==> images/detail.png <==
Scale bar: 5 µm. Window x 202 to 222, y 503 to 523 µm. Cells in grey, sequential cells in the stronger grey; small squares are vias.
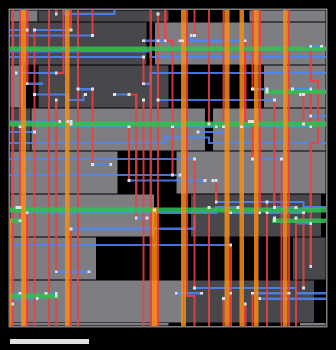
==> images/io_placement.png <==
Scale bar: 100 µm. Pins as bars across the die edge, other pins in grey.
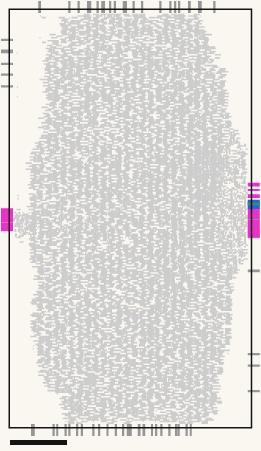
==> images/clocks.png <==
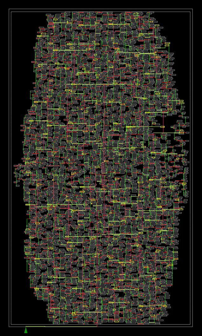
==> images/metal_density.png <==
21 x 37 tiles, from white (low) to dark blue (high), scaled to the fullest tile. Values are wire area over tile area, all layers added.
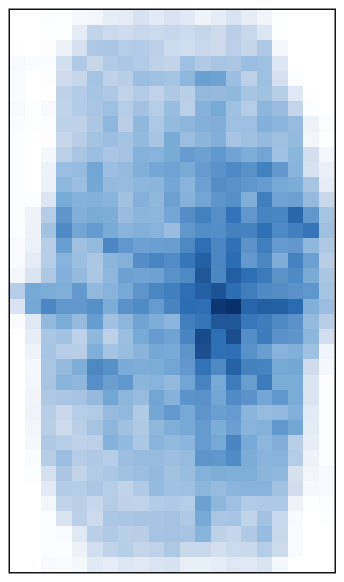
`config.mk`:
```
export PLATFORM = sky130hd
export DESIGN_NAME = axis_pingpong_buffer
export DESIGN_NICKNAME = d
export VERILOG_FILES = /design/src/rtl/axis_buf_pkg.sv /design/src/rtl/axis_pingpong_buffer_sdp_ram.sv /design/src/rtl/axis_pingpong_buffer.sv
export SDC_FILE = /design/constraint.sdc
export NUM_CORES = 2
export LEC_CHECK = 0
export CAP_MARGIN = 20
export CORE_ASPECT_RATIO = 1.75
export CORE_MARGIN = 5
export CORE_UTILIZATION = 55
export CTS_BUF_LIST = sky130_fd_sc_hd__clkbuf_8 sky130_fd_sc_hd__clkbuf_16
export CTS_CLUSTER_DIAMETER = 60
export CTS_CLUSTER_SIZE = 40
export DETAILED_ROUTE_END_ITERATION = 12
export GPL_TIMING_DRIVEN = 0
export PLACE_DENSITY = 0.71
export SYNTH_ARGS = -nofsm -noshare
export SYNTH_HDL_FRONTEND = slang
export SYNTH_MEMORY_MAX_BITS = 65536
export SYNTH_SLANG_ARGS = --single-unit
```
`constraint.sdc`:
```
create_clock -name aclk -period 6.3 [get_ports aclk]
set_input_delay 1.575 -clock aclk [delete_from_list [all_inputs] [get_ports aclk]]
set_output_delay 1.575 -clock aclk [all_outputs]
set_load 0.05 [all_outputs]
```
`src/rtl/axis_buf_pkg.sv`:
```
// Shared definitions for the DMA-facing AXI-Stream buffer blocks.
package axis_buf_pkg;

  localparam int unsigned DEFAULT_DATA_WIDTH = 64;
  localparam int unsigned DEFAULT_MAX_WORDS  = 32;

  typedef enum logic [1:0] {
    RD_IDLE   = 2'd0,
    RD_PRIME  = 2'd1,
    RD_STREAM = 2'd2
  } rd_state_e;

endpackage

```
`src/rtl/axis_pingpong_buffer_sdp_ram.sv`:
```
// Simple dual-port RAM: one write port, one registered read port.
module sdp_ram
  import axis_buf_pkg::*;
#(
  parameter int unsigned DATA_WIDTH = DEFAULT_DATA_WIDTH,
  parameter int unsigned ADDR_WIDTH = $clog2(2 * DEFAULT_MAX_WORDS)
) (
  input  logic                  aclk,
  input  logic                  we,
  input  logic [ADDR_WIDTH-1:0] waddr,
  input  logic [DATA_WIDTH-1:0] wdata,
  input  logic                  re,
  input  logic [ADDR_WIDTH-1:0] raddr,
  output logic [DATA_WIDTH-1:0] rdata
);

  localparam int unsigned DEPTH = 1 << ADDR_WIDTH;

  logic [DATA_WIDTH-1:0] mem [DEPTH];

  always_ff @(posedge aclk) begin
    if (we) mem[waddr] <= wdata;
    if (re) rdata <= mem[raddr];
  end

endmodule

```
`src/rtl/axis_pingpong_buffer.sv`:
```
// Ping-pong AXI-Stream packet buffer: ingest into one bank while the other replays.
module axis_pingpong_buffer
  import axis_buf_pkg::*;
#(
  parameter int unsigned DATA_WIDTH = DEFAULT_DATA_WIDTH,
  parameter int unsigned MAX_WORDS  = DEFAULT_MAX_WORDS,
  parameter int unsigned ADDR_WIDTH = $clog2(MAX_WORDS),
  parameter int unsigned LEN_WIDTH  = ADDR_WIDTH + 1
) (
  input  logic                  aclk,
  input  logic                  aresetn,
  input  logic [LEN_WIDTH-1:0]  cfg_len,
  input  logic [DATA_WIDTH-1:0] s_axis_tdata,
  input  logic                  s_axis_tvalid,
  input  logic                  s_axis_tlast,
  output logic                  s_axis_tready,
  output logic [DATA_WIDTH-1:0] m_axis_tdata,
  output logic                  m_axis_tvalid,
  output logic                  m_axis_tlast,
  input  logic                  m_axis_tready,
  output logic                  err_len,
  output logic [1:0]            bank_full
);

  localparam logic [LEN_WIDTH-1:0] MAX_LEN = LEN_WIDTH'(MAX_WORDS);
  localparam logic [LEN_WIDTH-1:0] ONE     = LEN_WIDTH'(1);

  logic                 run_q;
  logic                 wr_bank;
  logic [LEN_WIDTH-1:0] wr_cnt;
  logic [LEN_WIDTH-1:0] len_reg;
  logic [LEN_WIDTH-1:0] stored_len [2];

  rd_state_e            rd_state;
  logic                 rd_bank;
  logic [LEN_WIDTH-1:0] rd_addr;
  logic                 rd_vld_q;
  logic                 rd_last_q;
  logic [DATA_WIDTH-1:0] ram_rdata;
  logic                 sk_valid;
  logic                 sk_last;
  logic [DATA_WIDTH-1:0] sk_data;

  logic                 wr_acc_c, len_hit_c, close_c;
  logic [LEN_WIDTH-1:0] cfg_eff_c, cur_len_c, wr_cnt_inc_c, rd_len_c;
  logic                 pop_c, free_c, rd_issue_c, rd_issue_last_c;
  logic [1:0]           occ_c, bank_set_c, bank_clr_c;

  // Ready only after reset has been released for one edge, and only into an empty bank.
  assign s_axis_tready = run_q & ~bank_full[wr_bank];

  always_comb begin
    wr_acc_c     = s_axis_tvalid & s_axis_tready;
    cfg_eff_c    = (cfg_len == '0 || cfg_len > MAX_LEN) ? MAX_LEN : cfg_len;
    cur_len_c    = (wr_cnt == '0) ? cfg_eff_c : len_reg;
    wr_cnt_inc_c = wr_cnt + ONE;
    len_hit_c    = (wr_cnt_inc_c == cur_len_c);
    close_c      = wr_acc_c & (s_axis_tlast | len_hit_c);

    pop_c      = m_axis_tvalid & m_axis_tready;
    free_c     = pop_c & m_axis_tlast;
    rd_len_c   = stored_len[rd_bank];
    occ_c      = 2'(m_axis_tvalid) + 2'(sk_valid) + 2'(rd_vld_q);
    rd_issue_c = 1'b0;
    // Keep out + skid + in-flight RAM read within the two output slots.
    case (rd_state)
      RD_IDLE:             rd_issue_c = bank_full[rd_bank];
      RD_PRIME, RD_STREAM: rd_issue_c = (rd_addr < rd_len_c) && (occ_c <= 2'd1 + 2'(pop_c));
      default:             rd_issue_c = 1'b0;
    endcase
    rd_issue_last_c = (rd_addr == rd_len_c - ONE);

    bank_set_c = close_c ? (2'b01 << wr_bank) : 2'b00;
    bank_clr_c = free_c  ? (2'b01 << rd_bank) : 2'b00;
  end

  // Write side: word counter, per-packet length capture and close.
  always_ff @(posedge aclk) begin
    if (!aresetn) begin
      run_q         <= 1'b0;
      wr_bank       <= 1'b0;
      wr_cnt        <= '0;
      len_reg       <= '0;
      err_len       <= 1'b0;
      stored_len[0] <= '0;
      stored_len[1] <= '0;
      bank_full     <= 2'b00;
    end else begin
      run_q     <= 1'b1;
      err_len   <= wr_acc_c & ~s_axis_tlast & len_hit_c;
      bank_full <= (bank_full | bank_set_c) & ~bank_clr_c;
      if (wr_acc_c) begin
        if (wr_cnt == '0) len_reg <= cfg_eff_c;
        if (close_c) begin
          stored_len[wr_bank] <= wr_cnt_inc_c;
          wr_bank             <= ~wr_bank;
          wr_cnt              <= '0;
        end else begin
          wr_cnt <= wr_cnt_inc_c;
        end
      end
    end
  end

  // Read side: replay FSM, RAM read pipeline and two-entry output skid.
  always_ff @(posedge aclk) begin
    if (!aresetn) begin
      rd_state      <= RD_IDLE;
      rd_bank       <= 1'b0;
      rd_addr       <= '0;
      rd_vld_q      <= 1'b0;
      rd_last_q     <= 1'b0;
      m_axis_tvalid <= 1'b0;
      m_axis_tlast  <= 1'b0;
      m_axis_tdata  <= '0;
      sk_valid      <= 1'b0;
      sk_last       <= 1'b0;
      sk_data       <= '0;
    end else begin
      rd_vld_q <= rd_issue_c;
      if (rd_issue_c) begin
        rd_last_q <= rd_issue_last_c;
        rd_addr   <= rd_addr + ONE;
      end

      case (rd_state)
        RD_IDLE:   if (bank_full[rd_bank]) rd_state <= RD_PRIME;
        RD_PRIME:  rd_state <= RD_STREAM;
        RD_STREAM: begin
          if (free_c) begin
            rd_state <= RD_IDLE;
            rd_bank  <= ~rd_bank;
            rd_addr  <= '0;
          end
        end
        default:   rd_state <= RD_IDLE;
      endcase

      if (!m_axis_tvalid || pop_c) begin
        if (sk_valid) begin
          m_axis_tvalid <= 1'b1;
          m_axis_tdata  <= sk_data;
          m_axis_tlast  <= sk_last;
          sk_valid      <= rd_vld_q;
          sk_data       <= ram_rdata;
          sk_last       <= rd_last_q;
        end else begin
          m_axis_tvalid <= rd_vld_q;
          m_axis_tlast  <= rd_vld_q & rd_last_q;
          if (rd_vld_q) m_axis_tdata <= ram_rdata;
        end
      end else if (rd_vld_q) begin
        sk_valid <= 1'b1;
        sk_data  <= ram_rdata;
        sk_last  <= rd_last_q;
      end
    end
  end

  sdp_ram #(
    .DATA_WIDTH (DATA_WIDTH),
    .ADDR_WIDTH (ADDR_WIDTH + 1)
  ) u_ram (
    .aclk  (aclk),
    .we    (wr_acc_c),
    .waddr ({wr_bank, wr_cnt[ADDR_WIDTH-1:0]}),
    .wdata (s_axis_tdata),
    .re    (rd_issue_c),
    .raddr ({rd_bank, rd_addr[ADDR_WIDTH-1:0]}),
    .rdata (ram_rdata)
  );

endmodule

```
==> Changelog: implementation <==
## Implementation

- Vias per cell: 6.997
- Ports: approximately 150
- Crit path launch: rd_addr[0]
- DRT Wirelength: 493300 µm
- CP arrival: 5900 ps
- Row count: around 270
- CP Data Required Time: 6940 ps
- Placed cell count: 11.09k
- Nets: roughly 7.5k
- Worst-path cell with the longest stage delay: buf_2
- Clk pwr share: 26.1%
- Worst-path cell chain: clkbuf_1 > buf_2 > buf_2 > buf_2 > mux4_2 > mux4_2 > mux4_2
- Biggest register: u_ram.mem
- Tap Count: 3871
- CP Launch Type: flip-flop
- Signal buffers: just under 900
- Cell count after synthesis: approximately 6.7k
- Die Ht: 732.8 µm
- Share of cells above drive strength 1: 29.35%
- Sequential share of power: roughly 57%
- Tool warnings: 32
- FFs w/ async S/R, synth: 0%
- Max-slew violations: 0
- Drt drc: 0
- Status: finished, final reports clean
- GP Congestion: 0.9178
- Post-CTS Resized: 0
- Synth area leader: edfxtp_1
- Largest net degree at the start of global routing: about 65
- Leak: approximately 54 nW
- Main power group: sequential cells
- Ys Warns: 0
- PwrDens: 308.4 mW/mm²
- Post-route design area: 0.1840 mm²
- Logic share of the area: 18.88%
Notes on detail.png above:
layer	colour
metal 1	blue
metal 3	green
metal 2	red
metal 4	orange
cells with their middle in the window	11
netlist names of flops here include	u_ram.mem (7)
sequential cells in the window	7
most frequent	edfxtp_1 (7), mux4_2 (3), clkbuf_16 (1)

Notes on io_placement.png above:
port	colour	pins	direction	edge
m_axis_tdata	magenta	64	output	38 east, 26 west
s_axis_tlast	green	1	input	east
cfg_len	blue	6	input	east

Notes on clocks.png above:
worst-skew pair later-pin latency: 940 ps
clk pwr: 0.0148 W
number of CTS-inserted buffers: 161
flop count: 4333

Notes on metal_density.png above:
tiles over half the peak	26%
nearly empty tiles	12%
fullest tile	0.80

logic make-up (layout without fill, tap and decap cells):
| group | Yosys count | after routing | share of synthesized area, % |
|---|---|---|---|
| XOR/XNOR | 16 | 16 | 0.08534 |
| AND/OR/NAND/NOR | 394 | 394 | 1.036 |
| multiplexers | 1422 | 1422 | 18.91 |
| AND-OR/OR-AND | 178 | 178 | 0.6827 |
| other | 0 | 79 | 0 |
| adder cells (fa/ha/maj) | 18 | 18 | 0.1417 |
| flip-flops | 4333 | 4333 | 78.25 |
| buffers and inverters | 387 | 1168 | 0.8907 |
metal layers:
metal	global-route usage (%)	wire length [µm]
met5	0	138
met4	26.74	53790
met3	7.017	48850
met2	50.97	241400
met1	37.23	149200
Power and IR drop assume default switching activity.
